==> run_1/m1.png <==
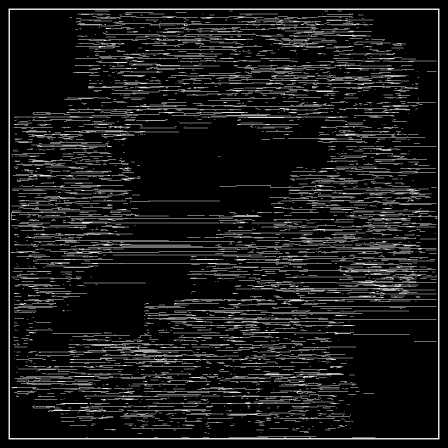
==> run_1/m2.png <==
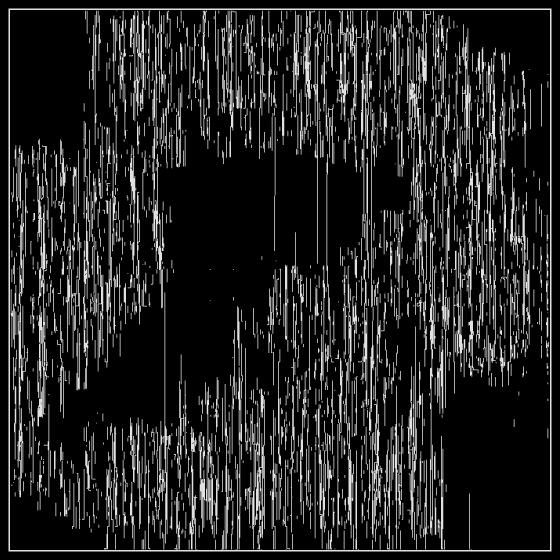
==> run_1/m3.png <==
Scale bar: 100 um. Cells faint in the background.
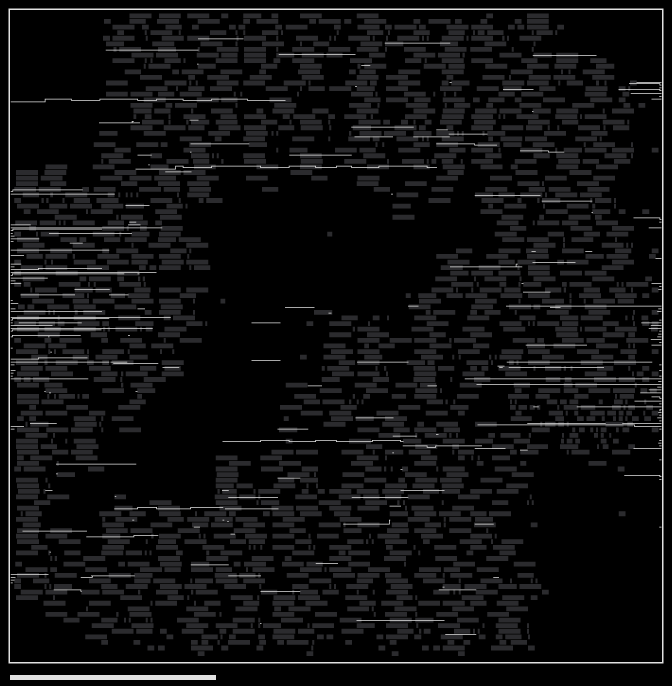
--- config.mk ---
export PLATFORM = sky130hd
export DESIGN_NAME = instr_queue_flat
export DESIGN_NICKNAME = d
export VERILOG_FILES = /design/src/rtl/instr_queue_pkg.sv /design/src/rtl/instr_queue_if.sv /design/src/rtl/instr_queue_ptr_counter.sv /design/src/rtl/instr_queue.sv /design/src/flat_wrapper.sv
export SDC_FILE = /design/constraint.sdc
export NUM_CORES = 1
export LEC_CHECK = 0
export CELL_PAD_IN_SITES_DETAIL_PLACEMENT = 1
export CELL_PAD_IN_SITES_GLOBAL_PLACEMENT = 1
export CORE_MARGIN = 1
export CORE_UTILIZATION = 30
export DETAILED_ROUTE_END_ITERATION = 6
export PLACE_DENSITY = 0.55
export SLEW_MARGIN = 20
export SYNTH_ARGS = -nofsm -noshare
export SYNTH_HDL_FRONTEND = slang
export SYNTH_SLANG_ARGS = --single-unit
--- constraint.sdc ---
create_clock -name clk -period 17.9 [get_ports clk]
set_clock_uncertainty 0.15 [all_clocks]
set_input_delay 2.685 -clock clk [delete_from_list [all_inputs] [get_ports clk]]
set_output_delay 2.685 -clock clk [all_outputs]
set_load 0.02 [all_outputs]
--- src/rtl/instr_queue_pkg.sv ---
// Shared definitions for the fetch-to-dispatch instruction queue:
// instruction/address types, the stored entry layout and the default depth.
package instr_queue_pkg;

   localparam int IQ_DEPTH = 8;

   typedef logic [31:0] instr_t;
   typedef logic [31:0] addr_t;

   typedef struct packed {
      instr_t instr;
      addr_t  pc;
      addr_t  npc;
      logic   br_taken;
   } iq_entry_t;

endpackage

--- src/rtl/instr_queue_if.sv ---
// Fetch/dispatch side signals of the instruction queue.
//
// Handshake: a transfer happens on a rising clk edge where valid && ready are
// both 1. The producer holds its payload stable while valid is 1; ready never
// depends combinationally on valid (enq_ready is !full, deq_valid is !empty).
// flush is a single-cycle command sampled on the rising edge.
interface instr_queue_if
   import instr_queue_pkg::*;
#(
   parameter int DEPTH = IQ_DEPTH
) ();

   localparam int CW = $clog2(DEPTH) + 1;

   // Enqueue side (fetch)
   logic    enq_valid;
   logic    enq_ready;
   instr_t  enq_instr;
   addr_t   enq_pc;
   addr_t   enq_npc;
   logic    enq_br_taken;

   // Dequeue side (dispatch / decoder)
   logic    deq_valid;
   logic    deq_ready;
   instr_t  deq_instr;
   addr_t   deq_pc;
   addr_t   deq_npc;
   logic    deq_br_taken;

   // Control and status
   logic          flush;
   logic [CW-1:0] count;

   // Environment side: fetch, dispatch and redirect logic
   modport master (
      output enq_valid, enq_instr, enq_pc, enq_npc, enq_br_taken,
      output deq_ready, flush,
      input  enq_ready,
      input  deq_valid, deq_instr, deq_pc, deq_npc, deq_br_taken,
      input  count
   );

   // Queue side
   modport slave (
      input  enq_valid, enq_instr, enq_pc, enq_npc, enq_br_taken,
      input  deq_ready, flush,
      output enq_ready,
      output deq_valid, deq_instr, deq_pc, deq_npc, deq_br_taken,
      output count
   );

endinterface

--- src/rtl/instr_queue_ptr_counter.sv ---
// Wrap-bit pointer for the instruction queue. The low bits index the buffer,
// the MSB toggles each time the index rolls over, so the counter simply runs
// modulo 2**W (= 2*DEPTH) and full/empty can be told apart.
module ptr_counter #(
   parameter int W = 4
) (
   input  logic         clk,
   input  logic         rst_aL,
   input  logic         clear,
   input  logic         inc,
   output logic [W-1:0] ptr
);

   // Pointer register: clear wins over increment
   always_ff @(posedge clk or negedge rst_aL) begin
      if (!rst_aL) begin
         ptr <= '0;
      end else if (clear) begin
         ptr <= '0;
      end else if (inc) begin
         ptr <= ptr + 1'b1;
      end
   end

endmodule

--- src/rtl/instr_queue.sv ---
// Instruction queue between fetch and dispatch: a circular buffer of DEPTH
// entries with wrap-bit head/tail pointers. The head entry is presented
// combinationally on deq_*; new entries become visible one edge after they
// are written. No enqueue-to-dequeue bypass and no full-queue pass-through.
// DEPTH must be a power of two and at least 2.
module instr_queue
   import instr_queue_pkg::*;
#(
   parameter int DEPTH = IQ_DEPTH
) (
   input  logic     clk,
   input  logic     rst_aL,
   instr_queue_if.slave q
);

   localparam int AW = $clog2(DEPTH);
   localparam int PW = AW + 1;

   logic [PW-1:0] head;
   logic [PW-1:0] tail;
   logic [AW-1:0] head_idx;
   logic [AW-1:0] tail_idx;
   logic          empty;
   logic          full;
   logic          enq_fire;
   logic          deq_fire;
   iq_entry_t     wr_entry;
   iq_entry_t     head_entry;

   // Entry storage is deliberately not reset; pointers alone define validity.
   iq_entry_t     mem [DEPTH];

   assign head_idx = head[AW-1:0];
   assign tail_idx = tail[AW-1:0];

   assign empty = (head == tail);
   assign full  = (head_idx == tail_idx) && (head[AW] != tail[AW]);

   assign enq_fire = q.enq_valid && !full;
   assign deq_fire = q.deq_ready && !empty;

   ptr_counter #(.W(PW)) u_tail_ptr (
      .clk    (clk),
      .rst_aL (rst_aL),
      .clear  (q.flush),
      .inc    (enq_fire),
      .ptr    (tail)
   );

   ptr_counter #(.W(PW)) u_head_ptr (
      .clk    (clk),
      .rst_aL (rst_aL),
      .clear  (q.flush),
      .inc    (deq_fire),
      .ptr    (head)
   );

   // Assemble the entry to be written at the tail
   always_comb begin
      wr_entry          = '0;
      wr_entry.instr    = q.enq_instr;
      wr_entry.pc       = q.enq_pc;
      wr_entry.npc      = q.enq_npc;
      wr_entry.br_taken = q.enq_br_taken;
   end

   // Write the accepted entry at the tail slot; a flush discards it
   always_ff @(posedge clk) begin
      if (enq_fire && !q.flush) begin
         mem[tail_idx] <= wr_entry;
      end
   end

   assign head_entry = mem[head_idx];

   assign q.enq_ready    = !full;
   assign q.deq_valid    = !empty;
   assign q.deq_instr    = head_entry.instr;
   assign q.deq_pc       = head_entry.pc;
   assign q.deq_npc      = head_entry.npc;
   assign q.deq_br_taken = head_entry.br_taken;

   // Occupancy falls out of the wrap-bit arithmetic modulo 2*DEPTH
   assign q.count = tail - head;

endmodule
--- src/flat_wrapper.sv ---
// flat-port wrapper written by rule: the top's interface ports become plain ports
module instr_queue_flat import instr_queue_pkg::*;
#(
   parameter int DEPTH = IQ_DEPTH
)
  (clk, rst_aL, q_enq_valid, q_enq_instr, q_enq_pc, q_enq_npc, q_enq_br_taken, q_deq_ready, q_flush, q_enq_ready, q_deq_valid, q_deq_instr, q_deq_pc, q_deq_npc, q_deq_br_taken, q_count);
  instr_queue_if #(.DEPTH(DEPTH)) q_i ();
  input  logic clk;
  input  logic rst_aL;
  input wire logic [$bits(q_i.enq_valid)-1:0] q_enq_valid;
  input wire logic [$bits(q_i.enq_instr)-1:0] q_enq_instr;
  input wire logic [$bits(q_i.enq_pc)-1:0] q_enq_pc;
  input wire logic [$bits(q_i.enq_npc)-1:0] q_enq_npc;
  input wire logic [$bits(q_i.enq_br_taken)-1:0] q_enq_br_taken;
  input wire logic [$bits(q_i.deq_ready)-1:0] q_deq_ready;
  input wire logic [$bits(q_i.flush)-1:0] q_flush;
  output wire logic [$bits(q_i.enq_ready)-1:0] q_enq_ready;
  output wire logic [$bits(q_i.deq_valid)-1:0] q_deq_valid;
  output wire logic [$bits(q_i.deq_instr)-1:0] q_deq_instr;
  output wire logic [$bits(q_i.deq_pc)-1:0] q_deq_pc;
  output wire logic [$bits(q_i.deq_npc)-1:0] q_deq_npc;
  output wire logic [$bits(q_i.deq_br_taken)-1:0] q_deq_br_taken;
  output wire logic [$bits(q_i.count)-1:0] q_count;
  assign q_i.enq_valid = q_enq_valid;
  assign q_i.enq_instr = q_enq_instr;
  assign q_i.enq_pc = q_enq_pc;
  assign q_i.enq_npc = q_enq_npc;
  assign q_i.enq_br_taken = q_enq_br_taken;
  assign q_i.deq_ready = q_deq_ready;
  assign q_i.flush = q_flush;
  assign q_enq_ready = q_i.enq_ready;
  assign q_deq_valid = q_i.deq_valid;
  assign q_deq_instr = q_i.deq_instr;
  assign q_deq_pc = q_i.deq_pc;
  assign q_deq_npc = q_i.deq_npc;
  assign q_deq_br_taken = q_i.deq_br_taken;
  assign q_count = q_i.count;
  instr_queue #(.DEPTH(DEPTH)) u_core (.clk(clk), .rst_aL(rst_aL), .q(q_i));
endmodule
==> results.json, run 1 <==
{
  "chipHeight_um": 317,
  "drcViolationCount": 0,
  "sh_comb_area": 0.162,
  "final_cells": 3005,
  "worstSetupPathType": "reg2out",
  "placed_cell_area_sq_um": 33300,
  "topCellsByArea": "edfxtp_1, mux4_2, nand2_1",
  "p_clk_mw": 1.78,
  "viasPerCell": 4.70,
  "area_share_clock_buf_inv": 0.0791,
  "status": "finished, final reports clean",
  "drtIter0Drc": 773,
  "syn_area_sq_um": 29800,
  "p_seq_mw": 2.07,
  "grt_overflow_total": 0,
  "ios": 205,
  "wl_per_cell_um": 23.7,
  "nNonClkInverters": 7,
  "post-route-util": 0.368,
  "r2r_cells": 7,
  "synth_cell_type_count": 28,
  "cts_buffers": 89,
  "synth_area_per_cell_sq_um": 21.3,
  "cp-end-kind": "primary output",
  "flop-count": 784,
  "slew_violations": 0,
  "cts_sinks": 784,
  "dieArea_sq_um": 101000,
  "hold_viol_final": 0,
  "reg2reg_slack_ns": 13.61,
  "post_cts_buffers": 0,
  "synth-seq-cells": 784,
  "hold_end": "u_core.u_head_ptr.ptr[3]$_DFFE_PN0P_",
  "setup_slack_ns": 10.67,
  "min_from": "u_core.u_head_ptr.ptr[3]$_DFFE_PN0P_",
  "period_needed_ns": 7.23,
  "hold_buffers": 0,
  "place_inst": 2838,
  "arrival_ns": 4.39,
  "most_common_cell": "edfxtp_1",
  "portBuffers": 204,
  "cts_tree": "built",
  "final_cell_area_sq_um": 36200,
  "num-fill-cells": 9609,
  "pwr-share-comb": 0.142,
  "crit_family": "buffers and inverters",
  "initCoreUtil": 0.302
}
About m1.png:
wire length on this layer = 31.5 mm
share of all routed wire = 44%
routed wire length: 71,200 um
vias: 14,100

About m2.png:
longest straight run = 136 um
share of all routed wire = 49%

About m3.png:
longest straight run = 95.4 um
share of all routed wire = 5.1%
wire length on this layer = 3,660 um
GR Util met3: 0.0378

## run 1: routing by layer
layer	vias to the layer above	global-route usage	wire, um	part of all wire
li1	6126	-	-	-
met1	7612	0.188	31500	0.44
met2	265	0.234	34600	0.49
met3	118	0.0378	3660	0.051
met4	8	0.0350	1320	0.019
met5	-	0	61	0.00086
## run 1: logic make-up after synthesis
kind of cell / Yosys count / share of synthesized area
multiplexers: 195 / 0.147
buffers and inverters: 74 / 0.0145
flip-flops: 784 / 0.789
AND-OR/OR-AND: 9 / 0.00189
XOR/XNOR: 10 / 0.00294
AND/OR/NAND/NOR: 318 / 0.0413
adder cells (fa/ha/maj): 6 / 0.00277
## run 1: state kept, by name, summed over array words and instances (netlist names)
name and count:
u_core.mem 776, u_core.u_head_ptr.ptr 4, u_core.u_tail_ptr.ptr 4
==> run_1/m4.png <==
Scale bar: 100 um.
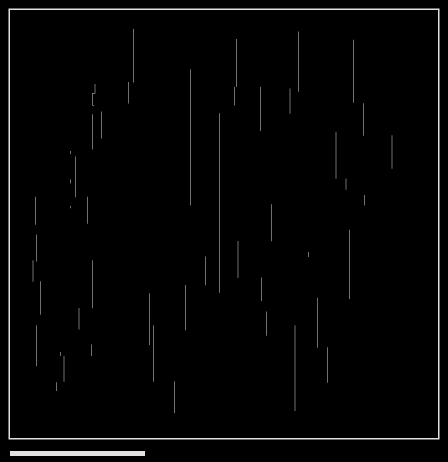

--- run 2 (diff from run 1) ---
- PLACE_DENSITY: 0.55 -> 0.57
- clock period: 17.9 -> 6.59 ns (I/O delays scaled with it)
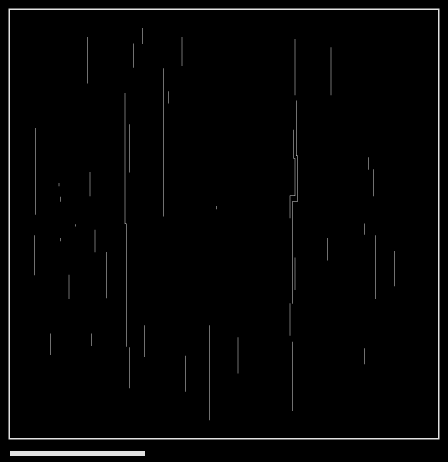
(run_2/m4.png)
Scale bar: 100 um.
main direction = vertical
nets with wire on the layer = 18
share of all routed wire = 1.9%
routed wire length: 69,600 um
vias: 14,000

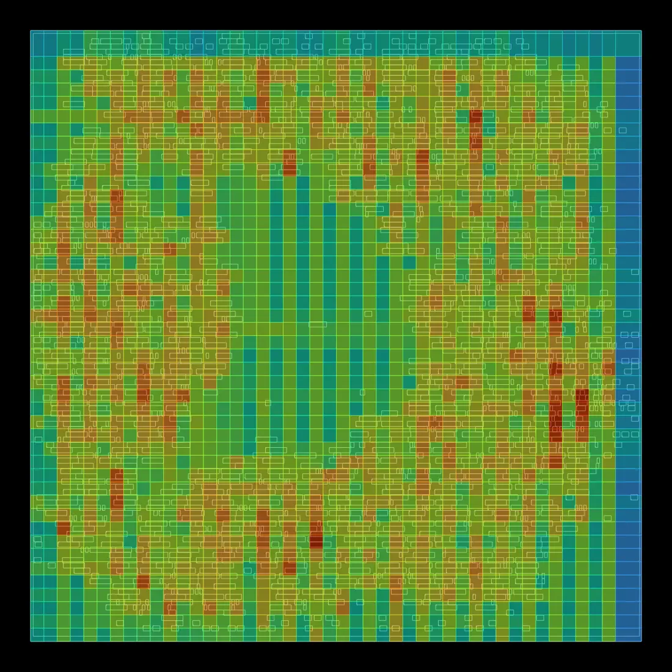
(run_2/congestion_map.png)
GRT Overall Usage: 0.140
met2 GRT Util: 0.233
grt met1 use: 0.186

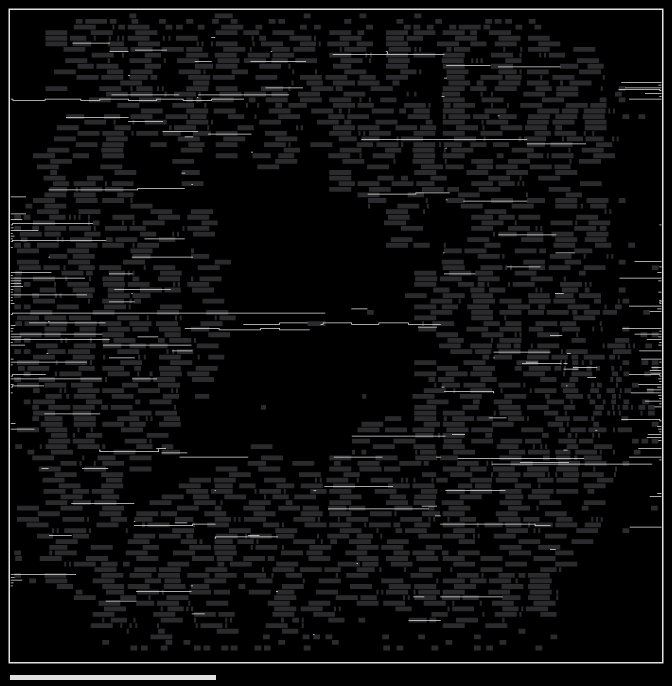
(run_2/m3.png)
Scale bar: 100 um. Cells faint in the background.
share of all routed wire = 4.5%
wire length on this layer = 3,140 um
longest straight run = 152 um
nets with wire on the layer = 131
main direction = horizontal

==> run 2 against run 1 <==
Against the previous run: synthesized area unchanged; clock power rose to 2.6 times the previous value; critical path type unchanged; non-clock buffer count up 2; routed wire length down 2.1%; via count down 0.96%; largest cell class unchanged; power rose to 2.7 times the previous value; sequential power rose to 2.7 times the previous value; combinational power rose to 2.7 times the previous value; critical path depth down 1.
==> results.json, run 2 <==
{
  "portBuffers": 204,
  "grt_overflow_total": 0,
  "num-fill-cells": 9594,
  "reg.largest.list": "u_core.mem x776, u_core.u_head_ptr.ptr x4, u_core.u_tail_ptr.ptr x4",
  "cts_buffers": 86,
  "top_register": "u_core.mem",
  "cp-end-kind": "primary output",
  "routed.top_layer": "met5",
  "wl_met2_um": 34000,
  "cts_sinks": 784,
  "hold_end": "u_core.u_head_ptr.ptr[3]$_DFFE_PN0P_",
  "placed_cell_area_sq_um": 33500,
  "status": "finished, final reports clean",
  "arrival_ns": 3.56,
  "met3_usage": 0.0284,
  "chipHeight_um": 317,
  "wl_per_cell_um": 23.2,
  "most_common_cell": "edfxtp_1",
  "cts_tree": "built",
  "p_seq_mw": 5.61,
  "synth_cell_type_count": 28,
  "reg2reg_slack_ns": 2.76,
  "synth-seq-cells": 784,
  "globalRoute.busiestLayer": "met2",
  "pwr-share-comb": 0.145,
  "setup_slack_ns": 1.90,
  "viasPerCell": 4.67,
  "p_clk_mw": 4.66,
  "drtIter0Drc": 770,
  "pg_comb_mw": 1.74,
  "hold_buffers": 0,
  "syn_area_sq_um": 29800,
  "crit_family": "buffers and inverters",
  "min_from": "u_core.u_head_ptr.ptr[3]$_DFFE_PN0P_",
  "slew_violations": 0,
  "drcViolationCount": 0,
  "hold_viol_final": 0,
  "post_cts_buffers": 0,
  "initCoreUtil": 0.302,
  "place_inst": 2841,
  "topCellsByArea": "edfxtp_1, mux4_2, nand2_1",
  "final_cells": 2996,
  "ios": 205,
  "dr_wl_met3_um": 3140,
  "drt-met1-wl_um": 31100,
  "period_needed_ns": 4.69,
  "final_cell_area_sq_um": 36200,
  "synth_area_per_cell_sq_um": 21.3,
  "dieArea_sq_um": 101000
}
-- run 2: cell families after synthesis --
| family | count (synthesis) | synth area share |
|---|---|---|
| XOR/XNOR | 10 | 0.00294 |
| multiplexers | 195 | 0.147 |
| adder cells (fa/ha/maj) | 6 | 0.00277 |
| buffers and inverters | 74 | 0.0145 |
| AND/OR/NAND/NOR | 318 | 0.0413 |
| AND-OR/OR-AND | 9 | 0.00189 |
| flip-flops | 784 | 0.789 |
-- run 2: cell type report --
cell class	count	area, sq um	area share
Sequential cell	784	23500	0.649
Multi-Input combinational cell	538	5950	0.164
Timing Repair Buffer	225	2390	0.0659
Clock buffer	107	2250	0.0622
Tap cell	1287	1610	0.0444
Clock inverter	48	490	0.0135
Inverter	7	28.8	0.000794
==> run_2/m1.png <==
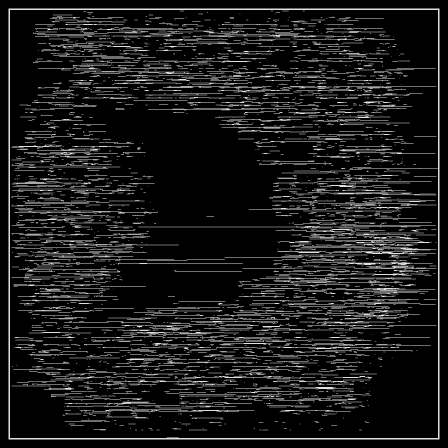

--- run 3 (diff from run 2) ---
- PLACE_DENSITY: 0.57 -> 0.55
- clock period: 6.59 -> 4.7 ns (I/O delays scaled with it)
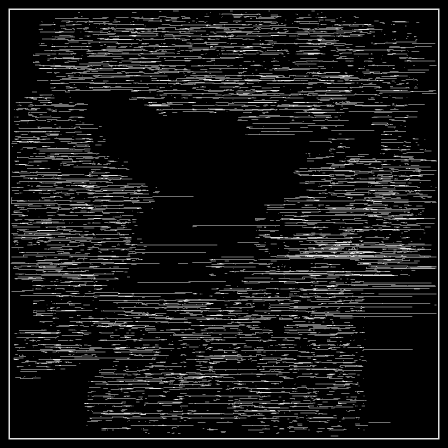
(run_3/m1.png)
longest straight run = 92.9 um
nets with wire on the layer = 1,659
routed wire length: 70,200 um
vias: 14,100

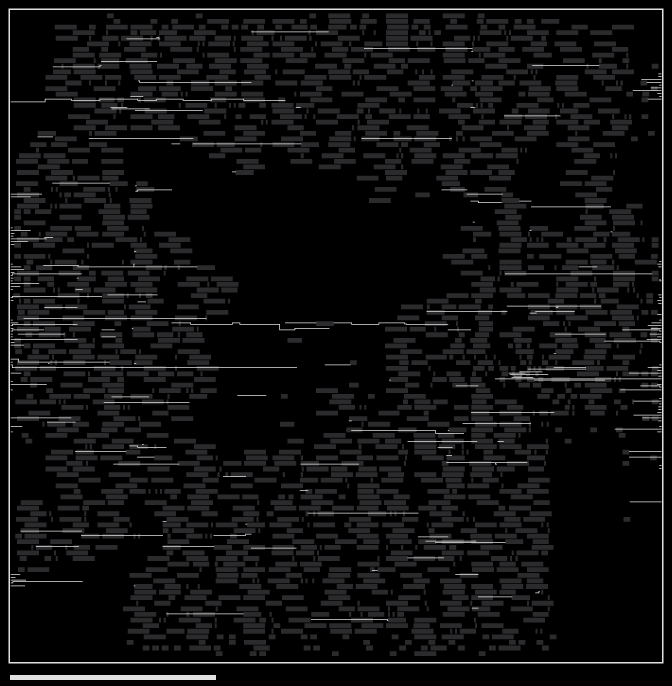
(run_3/m3.png)
Scale bar: 100 um. Cells faint in the background.
nets with wire on the layer = 138
wire length on this layer = 3,380 um
main direction = horizontal

==> run 3 against run 2 <==
Against the previous run: routed wire length rose by 0.80%; via count increased by 0.70%; final cell count is 0.77% higher; clock power is 42% higher; sequential cell count unchanged; utilization is 0.35 points higher; power increased by 41%; synthesized area stayed put; critical endpoint is now q_deq_npc[0]; highest routed layer unchanged.
==> results.json, run 3 <==
{
  "status": "finished, final reports clean",
  "top_register": "u_core.mem",
  "viasPerCell": 4.67,
  "worstSetupPathType": "reg2out",
  "grt_use_total": 0.141,
  "reg2reg_slack_ns": 1.43,
  "slew_violations": 0,
  "r2r_cells": 7,
  "most_common_cell": "edfxtp_1",
  "final_cells": 3019,
  "wl_met2_um": 34900,
  "topCellsByArea": "edfxtp_1, mux4_2, nand2_1",
  "chipHeight_um": 317,
  "crit_family": "buffers and inverters",
  "dieArea_sq_um": 101000,
  "hold_viol_final": 0,
  "cts_buffers": 89,
  "cp-end-kind": "primary output",
  "placed_cell_area_sq_um": 33800,
  "synth_area_per_cell_sq_um": 21.3
}
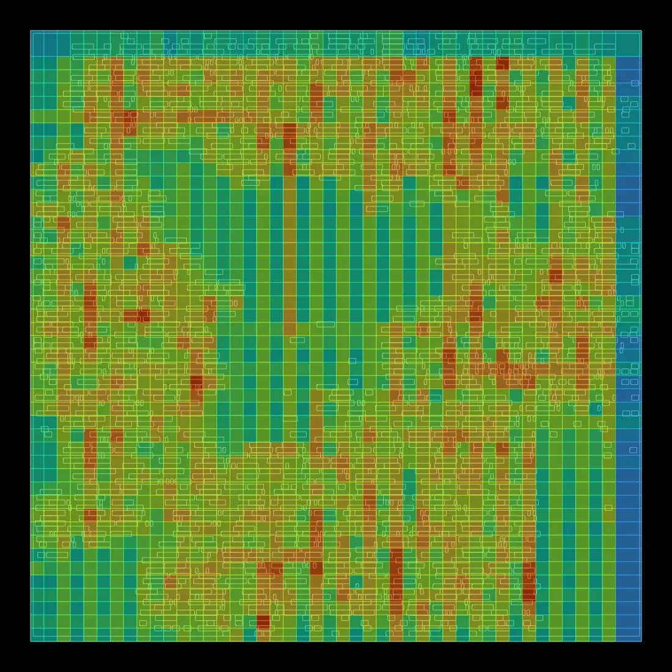
(run_3/congestion_map.png)
grt met1 use: 0.185
GR peak layer: met2
Final Util: 0.372
GR Util met3: 0.0317
met2 GRT Util: 0.235

-- run 3: cell count changes in the layout (fill, tap and decap cells not counted), sizes merged --
cell	previous run	this run
clkbuf	107	117
bufinv	8	5
clkinv	36	38
diode	0	1
buf	21	34
inv	9	10
clkinvlp	2	1
-- run 3: area by class of cell --
class	count	area (sq um)
fill	9593	61800
sequential	784	23500
multi-input combinational	538	6020
timing repair buffer	238	2600
clock buffer	117	2410
tap	1287	1610
clock inverter	47	389
inverter	7	28.8
antenna	1	2.50
-- run 3: logic make-up (layout without fill, tap and decap cells) --
family	after synthesis	count (layout)	synth area share
simple gates	318	318	0.0413
compound gates	9	9	0.00189
buf+inv	74	409	0.0145
xor+xnor	10	10	0.00294
mux	195	195	0.147
other cells	0	1	0
flops	784	784	0.789
fa+ha+maj	6	6	0.00277
Power and IR drop assume default switching activity.
